Fig. 1: metal 1
Drawn at 4 px/µm. Supply wires on this layer in gray. Cells faint in the background.
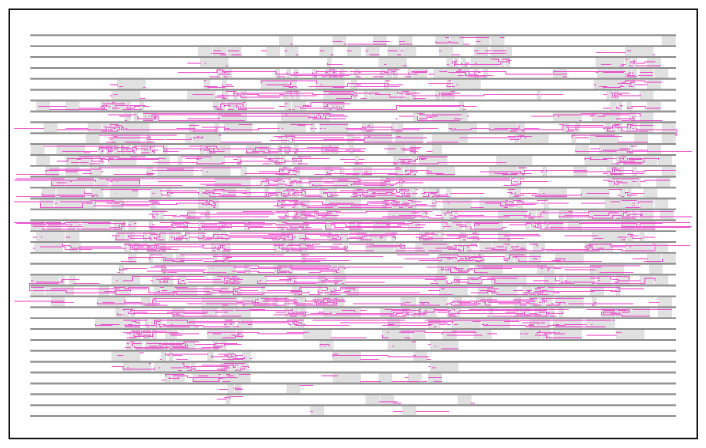
Fig. 2: signal wires by layer
Drawn at 4 px/µm. Only two layers are drawn.
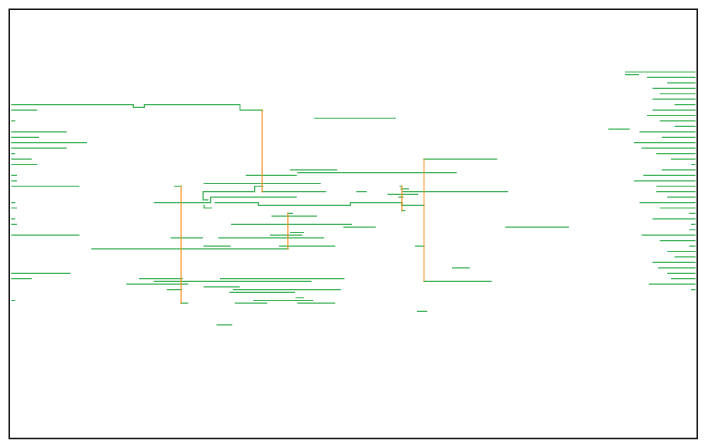
Fig. 3: met4 routing
Drawn at 4 px/µm. Supply wires on this layer in gray.
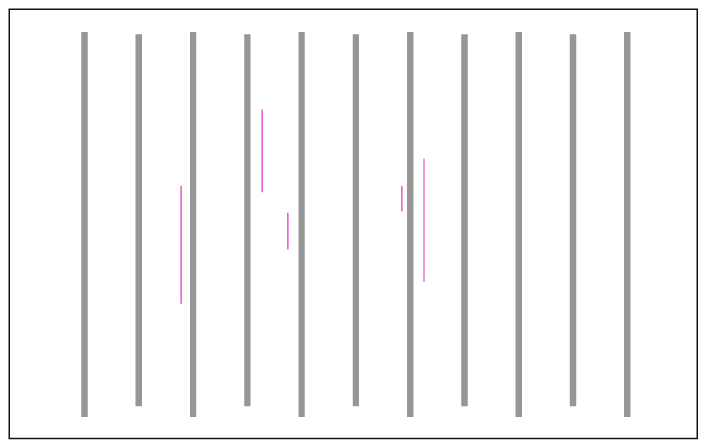
Fig. 4: routing congestion map
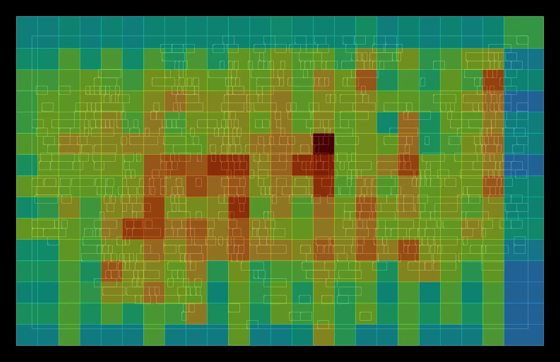
===== config.mk =====
export PLATFORM = sky130hd
export DESIGN_NAME = spi_flash_stream_reader
export DESIGN_NICKNAME = d
export VERILOG_FILES = /design/src/rtl/spi_flash_stream_reader.sv
export SDC_FILE = /design/constraint.sdc
export NUM_CORES = 1
export LEC_CHECK = 0
export CAP_MARGIN = 5
export CORE_ASPECT_RATIO = 0.6
export CORE_MARGIN = 5
export CORE_UTILIZATION = 30
export CTS_CLUSTER_SIZE = 8
export DETAILED_ROUTE_END_ITERATION = 8
export SYNTH_ARGS = -nofsm -noshare
export SYNTH_HDL_FRONTEND = slang
export SYNTH_SLANG_ARGS = --single-unit

===== constraint.sdc =====
create_clock -name FastClk -period 6.53 [get_ports FastClk]
set_input_delay 1.6325 -clock FastClk [delete_from_list [all_inputs] [get_ports FastClk]]
set_output_delay 1.6325 -clock FastClk [all_outputs]
set_load 0.02 [all_outputs]

===== src/rtl/spi_flash_stream_reader.sv =====
// rtl/spi_flash_stream_reader.sv - autonomous SPI flash read master streaming 16-bit words
// Optional: define SPI_FAST_READ_EN for 0x0B fast read with one dummy header byte.
module spi_flash_stream_reader #(
  parameter int RD_LATENCY = 2,
  parameter int POLL_GAP   = 4
) (
  input  logic        FastClk,
  input  logic        Reset,
  input  logic        Start,
  input  logic [23:0] FlashAddr,
  input  logic [8:0]  ByteCount,
  output logic        Idle,
  output logic        SpiWrStb,
  output logic        SpiWrTx,
  output logic        SpiWrCntLo,
  output logic        SpiWrCntHi,
  output logic [8:0]  SpiBufAddr,
  output logic [7:0]  SpiWrData,
  output logic        SpiRdStb,
  input  logic [15:0] SpiCntIn,
  input  logic [15:0] RxData,
  output logic        OutValid,
  input  logic        OutReady,
  output logic [15:0] OutData,
  output logic        OutLast
);

`ifdef SPI_FAST_READ_EN
  localparam logic [7:0] CMD_OP   = 8'h0B;
  localparam logic [3:0] HDR_LAST = 4'd4;
  localparam logic [7:0] CMD_LEN  = 8'h04;
`else
  localparam logic [7:0] CMD_OP   = 8'h03;
  localparam logic [3:0] HDR_LAST = 4'd3;
  localparam logic [7:0] CMD_LEN  = 8'h03;
`endif
  localparam logic [7:0] RD_WAIT  = 8'(RD_LATENCY);
  localparam logic [7:0] GAP_WAIT = 8'(POLL_GAP);

  typedef enum logic [3:0] {
    S_IDLE, S_LOAD, S_ARM_CMD, S_WAIT_CMD, S_ARM_READ, S_WAIT_READ, S_SWAP, S_STREAM, S_DESEL
  } state_t;
  typedef enum logic [1:0] {WR_NONE, WR_TX, WR_LO, WR_HI} wr_sel_t;

  state_t      state_q, state_d;
  logic [3:0]  step_q, step_d;
  logic [7:0]  wait_q, wait_d;
  logic [23:0] addr_q, addr_d;
  logic [8:0]  bc_q, bc_d;
  logic [7:0]  word_q, word_d;
  logic        idle_q, idle_d;
  logic        wr_stb_q, wr_stb_d, wr_tx_q, wr_tx_d, wr_lo_q, wr_lo_d, wr_hi_q, wr_hi_d;
  logic [8:0]  buf_addr_q, buf_addr_d;
  logic [7:0]  wr_data_q, wr_data_d;
  logic        rd_stb_q, rd_stb_d;
  logic        out_valid_q, out_valid_d, out_last_q, out_last_d;
  logic [15:0] out_data_q, out_data_d;
  wr_sel_t     wr_sel;
  logic [7:0]  wr_val;
  logic        unused_cnt;

  assign unused_cnt = ^SpiCntIn[14:0];

  function automatic logic [7:0] hdr_byte(input logic [2:0] idx, input logic [23:0] a);
    case (idx)
      3'd0:    return CMD_OP;
      3'd1:    return a[23:16];
      3'd2:    return a[15:8];
      3'd3:    return a[7:0];
      default: return 8'h00;
    endcase
  endfunction

  always_comb begin
    state_d     = state_q;
    step_d      = step_q;
    wait_d      = wait_q;
    addr_d      = addr_q;
    bc_d        = bc_q;
    word_d      = word_q;
    wr_stb_d    = 1'b0;
    wr_tx_d     = 1'b0;
    wr_lo_d     = 1'b0;
    wr_hi_d     = 1'b0;
    buf_addr_d  = buf_addr_q;
    wr_data_d   = wr_data_q;
    rd_stb_d    = 1'b0;
    out_valid_d = out_valid_q;
    out_data_d  = out_data_q;
    out_last_d  = out_last_q;
    wr_sel      = WR_NONE;
    wr_val      = 8'h00;
    // Every strobe and every poll sample is followed by a countdown; nothing else moves meanwhile.
    if (wait_q != 8'd0) begin
      wait_d = wait_q - 8'd1;
    end else begin
      case (state_q)
        S_IDLE: begin
          if (Start) begin
            addr_d  = FlashAddr;
            bc_d    = ByteCount;
            state_d = S_LOAD;
            step_d  = 4'd0;
          end
        end
        S_LOAD: begin
          wr_sel = WR_TX;
          wr_val = hdr_byte(step_q[2:0], addr_q);
          if (step_q == HDR_LAST) begin
            state_d = S_ARM_CMD;
            step_d  = 4'd0;
          end else begin
            step_d = step_q + 4'd1;
          end
        end
        S_ARM_CMD: begin
          if (step_q == 4'd0) begin
            wr_sel = WR_LO;
            wr_val = CMD_LEN;
            step_d = 4'd1;
          end else begin
            wr_sel  = WR_HI;
            wr_val  = 8'hA0;
            state_d = S_WAIT_CMD;
            step_d  = 4'd0;
          end
        end
        S_ARM_READ: begin
          if (step_q == 4'd0) begin
            wr_sel = WR_LO;
            wr_val = bc_q[7:0];
            step_d = 4'd1;
          end else begin
            wr_sel  = WR_HI;
            wr_val  = {7'b1010_001, bc_q[8]};
            state_d = S_WAIT_READ;
            step_d  = 4'd0;
          end
        end
        S_SWAP: begin
          wr_sel  = WR_HI;
          wr_val  = {7'b0110_000, bc_q[8]};
          state_d = S_STREAM;
          step_d  = 4'd0;
          word_d  = 8'd0;
        end
        S_STREAM: begin
          if (step_q == 4'd0) begin
            rd_stb_d   = 1'b1;
            buf_addr_d = {word_q, 1'b0};
            wait_d     = RD_WAIT;
            step_d     = 4'd1;
          end else if (step_q == 4'd1) begin
            out_valid_d = 1'b1;
            out_data_d  = RxData;
            out_last_d  = (word_q == bc_q[8:1]);
            step_d      = 4'd2;
          end else if (out_valid_q && OutReady) begin
            out_valid_d = 1'b0;
            out_last_d  = 1'b0;
            step_d      = 4'd0;
            if (word_q == bc_q[8:1]) state_d = S_DESEL;
            else word_d = word_q + 8'd1;
          end
        end
        S_WAIT_CMD, S_WAIT_READ, S_DESEL: begin
          // DESEL shares the busy poll so a transfer left running by a reset completes first.
          if (step_q == 4'd0) begin
            rd_stb_d = 1'b1;
            wait_d   = RD_WAIT;
            step_d   = 4'd1;
          end else if (step_q == 4'd1) begin
            if (SpiCntIn[15]) begin
              wait_d = GAP_WAIT;
              step_d = 4'd0;
            end else if (state_q == S_WAIT_CMD) begin
              state_d = S_ARM_READ;
              step_d  = 4'd0;
            end else if (state_q == S_WAIT_READ) begin
              state_d = S_SWAP;
              step_d  = 4'd0;
            end else begin
              step_d = 4'd2;
            end
          end else if (step_q == 4'd2) begin
            wr_sel = WR_HI;
            wr_val = 8'h00;
            step_d = 4'd3;
          end else begin
            state_d = S_IDLE;
            step_d  = 4'd0;
          end
        end
        default: begin
          state_d = S_DESEL;
          step_d  = 4'd0;
        end
      endcase
    end
    if (wr_sel != WR_NONE) begin
      wr_stb_d  = 1'b1;
      wr_tx_d   = (wr_sel == WR_TX);
      wr_lo_d   = (wr_sel == WR_LO);
      wr_hi_d   = (wr_sel == WR_HI);
      wr_data_d = wr_val;
      wait_d    = 8'd1;
      if (wr_sel == WR_TX) buf_addr_d = {5'd0, step_q};
    end
    idle_d = (state_d == S_IDLE);
  end

  always_ff @(posedge FastClk) begin
    if (Reset) begin
      state_q     <= S_DESEL;
      step_q      <= 4'd0;
      wait_q      <= 8'd0;
      addr_q      <= 24'd0;
      bc_q        <= 9'd0;
      word_q      <= 8'd0;
      idle_q      <= 1'b1;
      wr_stb_q    <= 1'b0;
      wr_tx_q     <= 1'b0;
      wr_lo_q     <= 1'b0;
      wr_hi_q     <= 1'b0;
      buf_addr_q  <= 9'd0;
      wr_data_q   <= 8'd0;
      rd_stb_q    <= 1'b0;
      out_valid_q <= 1'b0;
      out_data_q  <= 16'd0;
      out_last_q  <= 1'b0;
    end else begin
      state_q     <= state_d;
      step_q      <= step_d;
      wait_q      <= wait_d;
      addr_q      <= addr_d;
      bc_q        <= bc_d;
      word_q      <= word_d;
      idle_q      <= idle_d;
      wr_stb_q    <= wr_stb_d;
      wr_tx_q     <= wr_tx_d;
      wr_lo_q     <= wr_lo_d;
      wr_hi_q     <= wr_hi_d;
      buf_addr_q  <= buf_addr_d;
      wr_data_q   <= wr_data_d;
      rd_stb_q    <= rd_stb_d;
      out_valid_q <= out_valid_d;
      out_data_q  <= out_data_d;
      out_last_q  <= out_last_d;
    end
  end

  assign Idle       = idle_q;
  assign SpiWrStb   = wr_stb_q;
  assign SpiWrTx    = wr_tx_q;
  assign SpiWrCntLo = wr_lo_q;
  assign SpiWrCntHi = wr_hi_q;
  assign SpiBufAddr = buf_addr_q;
  assign SpiWrData  = wr_data_q;
  assign SpiRdStb   = rd_stb_q;
  assign OutValid   = out_valid_q;
  assign OutData    = out_data_q;
  assign OutLast    = out_last_q;

endmodule

==> reports/notes.md <==
The run gives 594 as the count of instantiated cells in the yosys netlist. After clock tree synthesis, the clock-pin slew on the worst setup and hold paths is 0.07 ns. The number of warning messages in the yosys log was 0. The area taken by sequential standard cells is reported as 0.00196 mm². The critical path is of the input pin to register type.

The logic area came out at 0.00253 mm². Dividing total power by cell area gives a power density of 269 mW/mm². With the number of hold violations in the final report at 0, the post-synthesis share of cell area spent on and, or, nand and nor gates is 0.245.

For the pin with the worst max-slew slack, the measured transition is 0.983 ns. The number of nets handed over by synthesis was 670. The multi-input combinational area share works out to 0.418. The aoi/oai-family share of the synthesized area is 0.221, and the worst max-slew margin expressed relative to the limit is 0.335. Summed over all nets, the switching power comes to 564 µW. The tools report the clock network fraction of total power as 0.325. The cell area that synthesis handed to floorplanning was 0.00470 mm². In the post-synthesis netlist, the cell with the most instances is nand2_1. The timing report gives the worst reg2reg path a setup slack of 3.60 ns.

After clock tree synthesis, the setup repair step added 0 buffers. The post-route fraction of the period consumed by the critical path works out to 0.559. The total overflow left after global routing is 0. The clock net in this run drives a total of 98 sinks. Yosys reported a register bit count of 98.

For the worst setup path, the data arrival time is 3.94 ns. The async set or reset register ratio after synthesis is 0. The leakage power in the latest report is 1.96 nW.

Clock buffers in the final layout number 10. The flow ran to the end, and the final reports show no timing, DRC or antenna violations. For the max-slew violation total from the final report, the log shows 0. The routed design shows a via density per instance of 5.23. The share of cells above drive strength 1 came out at 0.0553. Among all cell classes, the greatest summed area belongs to multi-input combinational cells. Entering global routing, the biggest net connects 71 pins. addr_q holds more flip-flops than any other register.

The number of antenna diodes in the final layout is 0.
Notes on Fig. 1 above:
wire length on this layer: 8030 µm
share of all routed wire: 53%

Notes on Fig. 2 above:
[green] M3 | wire length: 1250 µm
[orange] M4 | wire length: 95.2 µm

Notes on Fig. 3 above:
longest straight run: 30.6 µm
nets with wire on the layer: 4

Notes on Fig. 4 above:
met1 routing resource usage after global routing: 0.263
GRT met3 Usage: 0.0446

Power and IR drop assume default switching activity.
